==> src/rtl/pc_redirect_ctrl.sv <==
// rtl/pc_redirect_ctrl.sv - fetch PC register with EX-stage branch redirect and stall-deferred target.
// Optional branch statistics counters are enabled by defining BR_STAT_EN.
module pc_redirect_ctrl #(
  parameter logic [31:0] RESET_PC = 32'h1c000000
) (
  input  logic        clk,
  input  logic        rst,
  input  logic        if_stall,
  input  logic        ex_valid,
  input  logic [1:0]  ex_br_type,
  input  logic        ex_br_taken,
  input  logic [31:0] ex_pc_add4,
  input  logic [31:0] ex_offset,
  output logic [31:0] pc,
  output logic [1:0]  npc_sel,
  output logic        flush_if_id,
  output logic        flush_id_ex,
  output logic        redirect_pending,
  output logic [31:0] br_cnt,
  output logic [31:0] br_taken_cnt
);

  typedef enum logic {RUN = 1'b0, HOLD = 1'b1} state_t;

  state_t      state_q, state_d;
  logic [31:0] pc_q, pc_d;
  logic [31:0] pend_pc_q, pend_pc_d;
  logic [1:0]  pend_sel_q, pend_sel_d;
  logic        redirect;
  logic        accept;
  logic [31:0] target;

  assign redirect = ex_valid && ((ex_br_type == 2'b01) || (ex_br_type == 2'b10) ||
                                 ((ex_br_type == 2'b11) && ex_br_taken));

  always_comb begin
    target = 32'h0;
    case (ex_br_type)
      2'b01:   target = ex_pc_add4 + ex_offset;
      2'b10:   target = ex_offset;
      2'b11:   target = ex_pc_add4 + ex_offset - 32'd4;
      default: target = 32'h0;
    endcase
  end

  always_comb begin
    state_d     = state_q;
    pc_d        = pc_q;
    pend_pc_d   = pend_pc_q;
    pend_sel_d  = pend_sel_q;
    npc_sel     = 2'b00;
    flush_if_id = 1'b0;
    flush_id_ex = 1'b0;
    accept      = 1'b0;
    if (!rst) begin
      case (state_q)
        RUN: begin
          if (redirect) begin
            accept      = 1'b1;
            flush_if_id = 1'b1;
            flush_id_ex = 1'b1;
            if (!if_stall) begin
              pc_d    = target;
              npc_sel = ex_br_type;
            end else begin
              pend_pc_d  = target;
              pend_sel_d = ex_br_type;
              state_d    = HOLD;
            end
          end else if (!if_stall) begin
            pc_d = pc_q + 32'd4;
          end
        end
        HOLD: begin
          // EX inputs are ignored here; the deferred target is the only source.
          if (!if_stall) begin
            pc_d       = pend_pc_q;
            npc_sel    = pend_sel_q;
            pend_pc_d  = 32'h0;
            pend_sel_d = 2'b00;
            state_d    = RUN;
          end
        end
        default: state_d = RUN;
      endcase
    end
  end

  always_ff @(posedge clk) begin
    if (rst) begin
      state_q    <= RUN;
      pc_q       <= RESET_PC;
      pend_pc_q  <= 32'h0;
      pend_sel_q <= 2'b00;
    end else begin
      state_q    <= state_d;
      pc_q       <= pc_d;
      pend_pc_q  <= pend_pc_d;
      pend_sel_q <= pend_sel_d;
    end
  end

  assign pc               = pc_q;
  assign redirect_pending = (state_q == HOLD);

`ifdef BR_STAT_EN
  logic [31:0] br_cnt_q, br_taken_cnt_q;

  always_ff @(posedge clk) begin
    if (rst) begin
      br_cnt_q       <= 32'h0;
      br_taken_cnt_q <= 32'h0;
    end else begin
      if (ex_valid && (ex_br_type != 2'b00) && (state_q == RUN))
        br_cnt_q <= br_cnt_q + 32'd1;
      if (accept)
        br_taken_cnt_q <= br_taken_cnt_q + 32'd1;
    end
  end

  assign br_cnt       = br_cnt_q;
  assign br_taken_cnt = br_taken_cnt_q;
`else
  logic unused_accept;
  assign unused_accept = accept;
  assign br_cnt        = 32'h0;
  assign br_taken_cnt  = 32'h0;
`endif

endmodule

==> config.mk <==
export PLATFORM = sky130hd
export DESIGN_NAME = pc_redirect_ctrl
export DESIGN_NICKNAME = d
export VERILOG_FILES = /design/src/rtl/pc_redirect_ctrl.sv
export SDC_FILE = /design/constraint.sdc
export NUM_CORES = 1
export LEC_CHECK = 0
export ABC_AREA = 0
export ABC_CLOCK_PERIOD_IN_PS = 5900
export CAP_MARGIN = 20
export CORE_ASPECT_RATIO = 2
export CORE_MARGIN = 2
export CORE_UTILIZATION = 40
export CTS_CLUSTER_DIAMETER = 200
export DETAILED_ROUTE_END_ITERATION = 7
export GPL_TIMING_DRIVEN = 1
export PLACE_DENSITY_LB_ADDON = 0.08
export REMOVE_ABC_BUFFERS = 1
export SETUP_SLACK_MARGIN = 0.3
export SLEW_MARGIN = 40
export SYNTH_ARGS = -nofsm -noshare
export SYNTH_HDL_FRONTEND = slang
export SYNTH_SLANG_ARGS = --single-unit
==> constraint.sdc <==
create_clock -name clk -period 5.9 [get_ports clk]
set_clock_uncertainty 0.1 [all_clocks]
set_input_delay 1.18 -clock clk [delete_from_list [all_inputs] [get_ports clk]]
set_output_delay 1.18 -clock clk [all_outputs]
set_load 0.005 [all_outputs]
==> run_results.csv <==
group,metric,value,unit
final_timing,timing.setup.tns,0,ns
floorplan,core,18700,µm²
cells_and_area,comb_area,5620,µm²
min_path,whs_path_depth,2,
detailed_routing,drt-initial-drc-count,390,
power,vdd_drop_max,0.146,mV
synthesis,synth_area_per_cell,7.30,µm²
power,pwr-share-seq,28.0,%
final_timing,post-route-period-util,89.3,%
cts,root_buffer,"clkbuf_16",
synthesis,simple_gate_share,24.3,%
min_path,hold-path-endpoint,"pend_pc_q[21]",
power,comb-power,0.723,mW
cells_and_area,nNonClkInverters,25,
place,placed_area,8610,µm²
min_path,hold_start,"pend_pc_q[21]",
cells_and_area,seq_area,1340,µm²
power,p_clk_share,32.0,%
global_route,use_met2,47.2,%
cells_and_area,postLayoutCellArea,8940,µm²
cells_and_area,clock_buffers,9,
power,p_switching,0.669,mW
floorplan,row_count,71,
worst_setup_path,worstSetupStartpoint,"ex_offset[4]",
synthesis,aoi_share,33.1,%
synthesis,synthCells,1043,
cells_and_area,seq_share,15.0,%
floorplan,dieArea,20200,µm²
final_timing,setup_viol,0,
worst_setup_path,crit_end,"pc[28]",
synthesis,synth-area-yosys,7610,µm²
cells_and_area,syn_to_final_growth,17.5,%
synthesis,common_cells,"99 x nor2_1, 90 x nand2_1, 80 x a21oi_1",
synthesis,synthFlopType,"dfxtp_1",
floorplan,die_h,199,µm
power,internal_power,1.14,mW
power,p_leak,3.34,nW
place,placed_cells,1361,
place,gp_congestion,0.872,
final_timing,slew-limit-headroom,49.8,%
cts,cts-resized-gates,0,
cts,clkTransAtPathRegs,0.06,ns
synthesis,yosysUniqueCellTypes,84,
cts,post_cts_hold_buffer_count,0,
synthesis,yosysWarnings,0,
place,hpwl,20.4,mm
cells_and_area,finalNonFillerCells,1377,
global_route,grt_pass1_vias,7632,
final_timing,rsz0062_at_grt,"false",
worst_setup_path,required,6.06,ns
synthesis,synth.largest_area_cell,"dfxtp_1",
worst_setup_path,critPathTopFamily,"AND-OR/OR-AND gates",
final_timing,whs,0.367,ns
cells_and_area,largest_cell_class,"multi-input combinational cells",
run_status,outcome,"finished, final reports clean",
detailed_routing,ant_nets,0,
floorplan,tap_cells,255,
cts,cts_buffers,9,
synthesis,xor_share,5.64,%
floorplan,die_w,102,µm
global_route,grtUsageMet1,29.5,%
worst_setup_path,cp.depth,12,
cts,tritoncts,"built",
cells_and_area,layout_top_cell,"clkdlybuf4s50_1",
cts,htree_levels,3,
worst_setup_path,rr_worst_depth,10,
worst_setup_path,worst-path-buf-inv,1,
final_timing,worst_pin_slew,0.748,ns
worst_setup_path,cp-end-kind,"flip-flop",
global_route,grt_start_max_net_pins,58,
final_timing,maxSlewViolCount,0,
Figure 1. A small window of the routed layout.
Region (66, 139) to (86, 159) µm. Cells in gray, sequential cells in the stronger gray; small squares are vias.
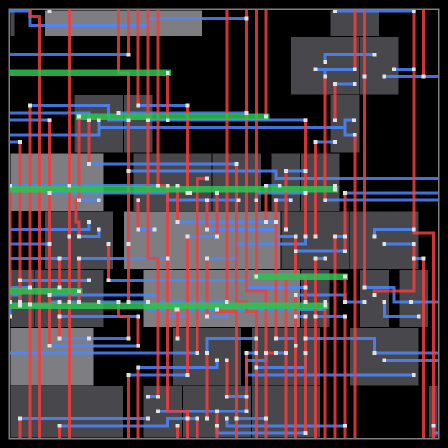
Key: M2 = red; M3 = green; M1 = blue
Netlist names of flops here include pc (2), pend_pc_q (2). Sequential cells in the window: 4. 27 logic cells have their middle in the window. Most frequent: nor2_1 (4), dfxtp_1 (4).

Figure 2. Metal layers overlaid.
Drawn at 4 px/µm. Two of the layers only.
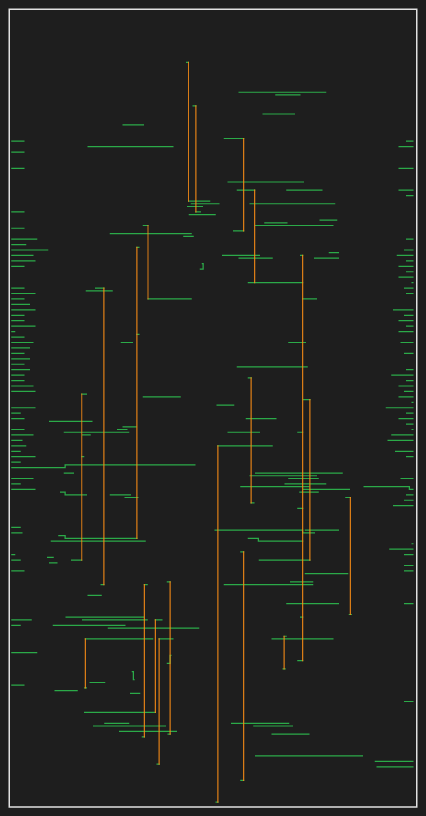
Key: M4 = orange [wire length 813 µm]; M3 = green [wire length 1,310 µm]
Vias: 8,177
Routed WL: 26.2 mm
wire length per cell: 19.0 µm
GR Util All Layers: 25.4%

Figure 3. Port wiring.
Drawn at 2 px/µm.
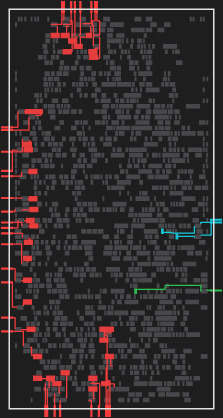
Key: ex_pc_add4 = red [direction input, end cells 33, buffers 32, wire 568 µm]; npc_sel = cyan [direction output, end cells 2, buffers 2, wire 48.8 µm]; flush_id_ex = green [direction output, end cells 1, buffers 1, wire 40.5 µm]
I/O pin count: 172
I/O Buffers: 107

Figure 4. Clock nets.
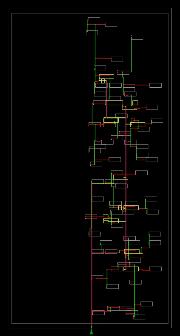
Num Clock Sinks: 67
Latency at later pin: 0.33 ns
sequential cells: 67

Power and IR drop assume default switching activity.
